File: config.mk
export PLATFORM = sky130hd
export DESIGN_NAME = perceptron_sweep_controller
export DESIGN_NICKNAME = d
export VERILOG_FILES = /design/src/rtl/perceptron_sweep_controller.sv
export SDC_FILE = /design/constraint.sdc
export NUM_CORES = 1
export LEC_CHECK = 0
export CAP_MARGIN = 20
export CORE_MARGIN = 3
export CORE_UTILIZATION = 48
export CTS_CLUSTER_SIZE = 28
export DETAILED_ROUTE_END_ITERATION = 6
export GPL_TIMING_DRIVEN = 0
export HOLD_SLACK_MARGIN = 0.05
export PLACE_DENSITY_LB_ADDON = 0.08
export SLEW_MARGIN = 20
export SYNTH_ARGS = -nofsm -noshare
export SYNTH_HDL_FRONTEND = slang
export SYNTH_SLANG_ARGS = --single-unit
export TNS_END_PERCENT = 50
File: constraint.sdc
create_clock -name clk -period 1.4 [get_ports clk]
set_input_delay 0.28 -clock clk [delete_from_list [all_inputs] [get_ports clk]]
set_output_delay 0.28 -clock clk [all_outputs]
set_load 0.01 [all_outputs]
File: src/rtl/perceptron_sweep_controller.sv
`default_nettype none
// ============================================================================
//  Module   : perceptron_sweep_controller
//  Purpose  : Serially loads a weight vector into a shadow register, then on
//             start commits it, steps x through 0..3 with a settle interval,
//             samples the perceptron output and returns a 4-entry truth table.
//  Revision : 1.0 - initial release
// ============================================================================
module perceptron_sweep_controller #(
  parameter int WEIGHT_W      = 13,
  parameter int SETTLE_CYCLES = 1
) (
  input  logic                clk,
  input  logic                rst,
  input  logic                wbit_valid,
  input  logic                wbit_data,
  output logic                wbit_ready,
  input  logic                start,
  output logic                busy,
  output logic                done,
  output logic                err,
  output logic [1:0]          x,
  output logic [WEIGHT_W-1:0] weight,
  input  logic                p_in,
  output logic [3:0]          truth
);

  localparam int                CNT_W       = (WEIGHT_W > 1) ? $clog2(WEIGHT_W) : 1;
  localparam logic [CNT_W-1:0]  LAST_BIT    = CNT_W'(WEIGHT_W - 1);
  localparam logic [3:0]        SETTLE_LAST = 4'(SETTLE_CYCLES);

  typedef enum logic [1:0] {
    S_IDLE  = 2'd0,
    S_LOAD  = 2'd1,
    S_SWEEP = 2'd2,
    S_DONE  = 2'd3
  } state_t;

  state_t              state_q,  state_d;
  logic [WEIGHT_W-1:0] shadow_q, shadow_d;
  logic [WEIGHT_W-1:0] weight_q, weight_d;
  logic [CNT_W-1:0]    bit_cnt_q, bit_cnt_d;
  logic                loaded_q, loaded_d;
  logic [3:0]          settle_q, settle_d;
  logic [1:0]          x_q,      x_d;
  logic [3:0]          truth_q,  truth_d;
  logic                done_q,   done_d;
  logic                err_q,    err_d;
  logic                w_xfer;

  assign wbit_ready = (state_q == S_IDLE) || (state_q == S_LOAD);
  assign busy       = (state_q == S_SWEEP) || (state_q == S_DONE);
  assign w_xfer     = wbit_valid && wbit_ready;
  assign done       = done_q;
  assign err        = err_q;
  assign x          = x_q;
  assign weight     = weight_q;
  assign truth      = truth_q;

  // State and datapath registers; synchronous reset to the idle, unloaded state.
  always_ff @(posedge clk) begin
    if (rst) begin
      state_q   <= S_IDLE;
      shadow_q  <= '0;
      weight_q  <= '0;
      bit_cnt_q <= '0;
      loaded_q  <= 1'b0;
      settle_q  <= 4'd0;
      x_q       <= 2'd0;
      truth_q   <= 4'd0;
      done_q    <= 1'b0;
      err_q     <= 1'b0;
    end else begin
      state_q   <= state_d;
      shadow_q  <= shadow_d;
      weight_q  <= weight_d;
      bit_cnt_q <= bit_cnt_d;
      loaded_q  <= loaded_d;
      settle_q  <= settle_d;
      x_q       <= x_d;
      truth_q   <= truth_d;
      done_q    <= done_d;
      err_q     <= err_d;
    end
  end

  // Next-state logic: serial load, start arbitration, settle-timed sweep.
  always_comb begin
    state_d   = state_q;
    shadow_d  = shadow_q;
    weight_d  = weight_q;
    bit_cnt_d = bit_cnt_q;
    loaded_d  = loaded_q;
    settle_d  = settle_q;
    x_d       = x_q;
    truth_d   = truth_q;
    done_d    = 1'b0;
    err_d     = 1'b0;

    case (state_q)
      S_IDLE: begin
        if (w_xfer) begin
          // A new load always begins at bit 0 and invalidates the old shadow.
          shadow_d[0] = wbit_data;
          bit_cnt_d   = CNT_W'(1);
          loaded_d    = 1'b0;
          state_d     = S_LOAD;
          err_d       = start;
        end else if (start) begin
          if (loaded_q) begin
            weight_d = shadow_q;
            truth_d  = 4'd0;
            x_d      = 2'd0;
            settle_d = 4'd0;
            state_d  = S_SWEEP;
          end else begin
            err_d = 1'b1;
          end
        end
      end

      S_LOAD: begin
        err_d = start;
        if (w_xfer) begin
          shadow_d[bit_cnt_q] = wbit_data;
          if (bit_cnt_q == LAST_BIT) begin
            loaded_d  = 1'b1;
            bit_cnt_d = '0;
            state_d   = S_IDLE;
          end else begin
            bit_cnt_d = bit_cnt_q + 1'b1;
          end
        end
      end

      S_SWEEP: begin
        if (settle_q == SETTLE_LAST) begin
          truth_d[x_q] = p_in;
          settle_d     = 4'd0;
          if (x_q == 2'd3) begin
            x_d     = 2'd0;
            state_d = S_DONE;
          end else begin
            x_d = x_q + 2'd1;
          end
        end else begin
          settle_d = settle_q + 4'd1;
        end
      end

      S_DONE: begin
        // done is registered, so it appears on the cycle after DONE.
        done_d  = 1'b1;
        state_d = S_IDLE;
      end

      default: state_d = S_IDLE;
    endcase
  end

endmodule
`default_nettype wire

### Sequential cells colored by netlist name

Scale bar: 20 um.
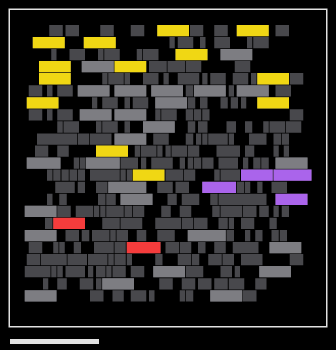
Purple stands for `bit_cnt_q`, flops 4, where middle right. Red stands for `x`, flops 2. Yellow stands for `weight`, flops 13.
Another 26 sequential cells are not colored.
flop share of the area: 34.4%
sequential cell area: 917 um^2
fin util: 65.7%
Seq. pwr: 1.29 mW

### Logic cells by family

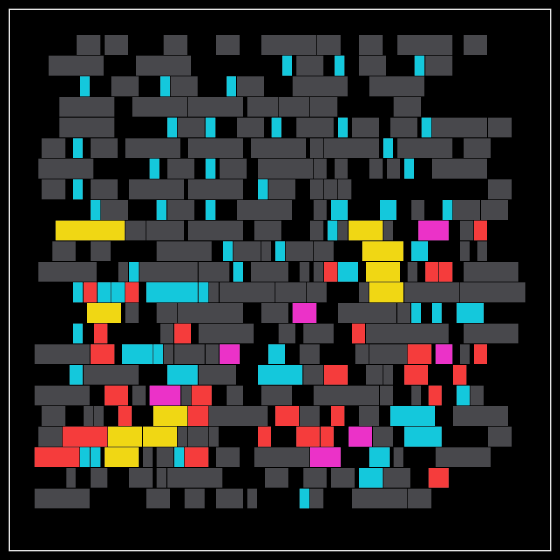
Magenta stands for AND and OR gates, cells 7. Cyan stands for NOR gates, cells 55, where widely spread. Red stands for inverting AOI/OAI gates, cells 29. Yellow stands for adder and majority cells, cells 10.
commonest non-fill, non-tap cell in the layout: dfxtp_1
multi-input combinational area share: 42.3%
Post-Layout Cell Count: 322

### Routing congestion

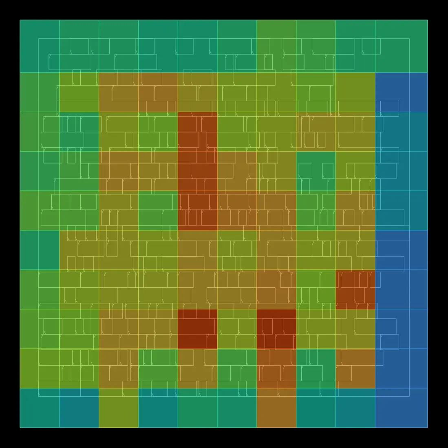
busiest grt layer: met2
M2 GR Usage: 29.0%

### The metal 3 layer

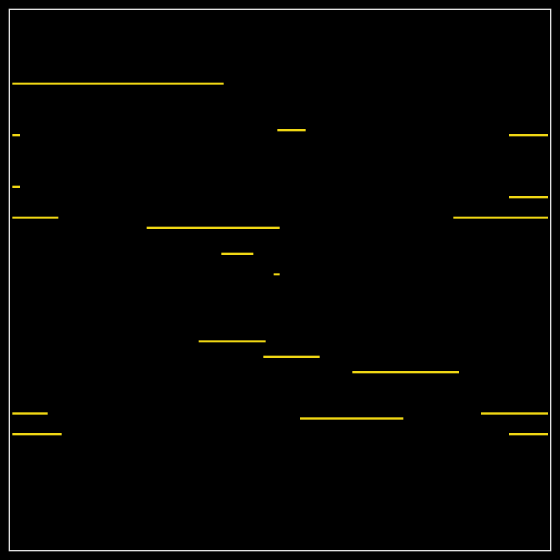
The layer holds 3.3% of the routed length. The wires run mostly horizontal.
Detailed Route WL: 4530 um
Vias: 1701
Global Route met3 Usage: 4.35%

### M2 wires

Scale bar: 20 um.
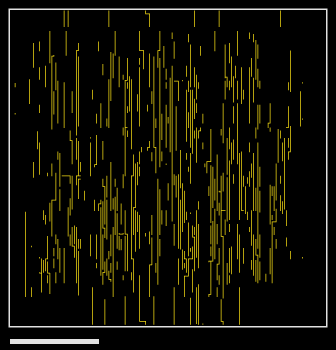
The wires run mostly vertical. The longest straight run is 35.0 um. 232 nets have wire on it.

==> impl_metrics.py <==
# Auto-generated metrics
metrics = {
    "final_timing": {
        "period_used_pct": 105,
        "rsz0062_at_grt": "yes",
        "hold_viol_final": 0,
        "hold_slack_ps": 370,
        "slew_headroom_pct": 62.0,
        "max_slew.worst_pin.slew_ps": 570,
        "fin_crit_ps": 1470,
        "finalWorstSetupSlack_ps": -66.8,
        "setup_viol": 6,
    },
    "clock_tree": {
        "clock-sinks": 45,
        "cts_hold_buf": 0,
        "cts_tree": "yes",
        "clkLatencyLatePin_ps": 290,
        "clock_path_buffers": 2,
        "numCtsBuffers": 5,
        "cts-root-buf": "clkbuf_8",
    },
    "synth": {
        "ys_cells": 226,
        "synth.distinct_cells": 37,
        "ys_area_um2": 2040,
        "syn_nets": 242,
        "syn_inst": 226,
        "syn-cell-area_um2": 2040,
        "yosysSeqAreaShare_pct": 44.1,
        "avgSynthCellArea_um2": 9.05,
    },
    "placed_design": {
        "placed_area_um2": 2390,
    },
    "cells_and_area": {
        "syn_to_final_growth_pct": 30.5,
        "layout-drive-gt1-share_pct": 20.2,
        "final_cell_mix": "38 x dfxtp_1, 37 x nor2_1, 25 x mux2i_1",
        "nFillCells": 360,
    },
    "grt": {
        "grt_usage_pct": 19.0,
        "met1_usage_pct": 27.3,
        "grt_pass1_vias": 1605,
        "grt_max_degree": 15,
        "overflow": 0,
    },
    "pwr": {
        "p_comb_share_pct": 4.9,
        "p_comb_mw": 0.116,
        "power.share.switching_pct": 21.3,
        "power_switching_mw": 0.499,
        "power_frac_clock_pct": 40.0,
        "clk-power_mw": 0.938,
    },
    "drt": {
        "drt_iter0_drc": 102,
        "route.antenna.remaining_nets": 0,
    },
    "run": {
        "warning_count": 36,
    },
    "worst_setup_path": {
        "cp-end-kind": "register",
        "critical_path_class": "register to register",
        "path_max_fanout": 4,
        "rr_worst_depth": 6,
        "r2r_start": "settle_q[1]",
        "start_kind": "register",
        "crit_required_ps": 1620,
        "crit_path_end": "state_q[0]",
    },
    "floorplanning": {
        "die_h_um": 71.3,
        "chip_area_um2": 5080,
        "fp_util_pct": 50.4,
        "ios": 29,
        "core_area_um2": 4060,
        "die_w_um": 71.3,
    },
    "outcome": {
        "violations": "negative setup slack",
        "outcome": "complete, but fails checks",
    },
    "min_path": {
        "hp-class": "primary input to register",
    },
}
[repair_timing]
item | CTS | global route
endpoints found under the setup margin | 63 | 40
hold endpoints to repair | 0 | 0
cloned | 3 | 0
resized | 49 | 24
buffers inserted | 10 | 2
pin swaps | 7 | 10
[worst max-delay path, cell delays in order (launching register included)]
cell	delay (ps)
dfxtp_2	330
inv_2	60
ha_4	110
nor3b_4	230
nor2_4	70
or4_4	480
a21oi_2	120
[logic make-up after synthesis]
family,Yosys count,synth area share [%]
AND/OR/NAND/NOR,94,23.6
flip-flops,45,44.1
AND-OR/OR-AND,29,8.81
multiplexers,25,12.2
buffers and inverters,23,5.20
adder cells (fa/ha/maj),10,6.12
[layer usage]
| metal | routed length (um) | share of wire (%) | vias to the layer above |
|---|---|---|---|
| met2 | 2040 | 45 | 20 |
| met3 | 148 | 3.3 | 7 |
| met5 | 0 | 0 | - |
| met1 | 2280 | 50 | 803 |
| li1 | - | - | 871 |
| met4 | 54 | 1.2 | 0 |
[worst min-delay path by stage]
stage	startpoint	end	slack [ps]	cells past startpoint
floorplan	wbit_data	shadow_q[11]	420	2
global placement	shadow_q[12]	shadow_q[12]	450	2
detailed placement	truth[3]	truth[3]	460	2
CTS	rst	err	380	2
global route	start	err	430	2
finish	rst	err	370	2
[registers in the layout, indices dropped and copies added, names as in the netlist]
name	flops
shadow_q	13
state_q	2
weight	13
err	1
done	1
settle_q	4
bit_cnt_q	4
truth	4
loaded_q	1
x	2
[through the flow]
step | instances | setup slack (ps) | setup TNS [ps]
6_report | 322 | -66.8 | -106
5_1_grt | 322 | -144 | -1880
4_1_cts | 320 | -101 | -746
3_5_place_dp | 303 | -623 | -19170
3_3_place_gp | 303 | -600 | -18650
2_1_floorplan | 226 | -95.2 | -95.2
[final cells by class]
class / count / area share (%)
Multi-Input combinational cell: 159 / 42.3
Sequential cell: 45 / 34.4
Timing Repair Buffer: 41 / 13.3
Buffer: 12 / 2.67
Clock buffer: 5 / 2.58
Tap cell: 50 / 2.35
Clock inverter: 2 / 1.31
Inverter: 8 / 1.13
[Yosys cell counts]
master	count	area [um^2]
or4_1	2	15.0
nor4b_1	1	8.76
o31ai_1	1	7.51
nor3b_1	2	15.0
o211ai_1	1	7.51
nor2b_1	5	31.3
mux2i_1	25	250
o21ai_1	1	5.00
nand4_1	1	6.26
and2_1	1	6.26
dfxtp_1	45	901
o21ai_0	7	35.0
and4_2	1	10.0
nand2_1	12	45.0
a32oi_1	1	8.76
and3b_1	2	17.5
clkbuf_1	8	30.0
a21oi_1	10	50.1
nand2b_1	2	12.5
nor3b_4	1	18.8
a211oi_1	1	7.51
nor3_4	1	16.3
o41ai_1	1	8.76
nand3_1	17	85.1
nor3_1	6	30.0
buf_2	4	20.0
ha_1	10	125
a31oi_1	1	6.26
nor2_4	1	11.3
inv_1	8	30.0
nand3b_1	1	7.51
nor2_1	37	139
and3_1	1	6.26
buf_6	1	11.3
buf_4	2	15.0
o311ai_0	4	35.0
o2bb2ai_1	1	8.76
No activity file was given, so power comes from the tool's default toggle rates.
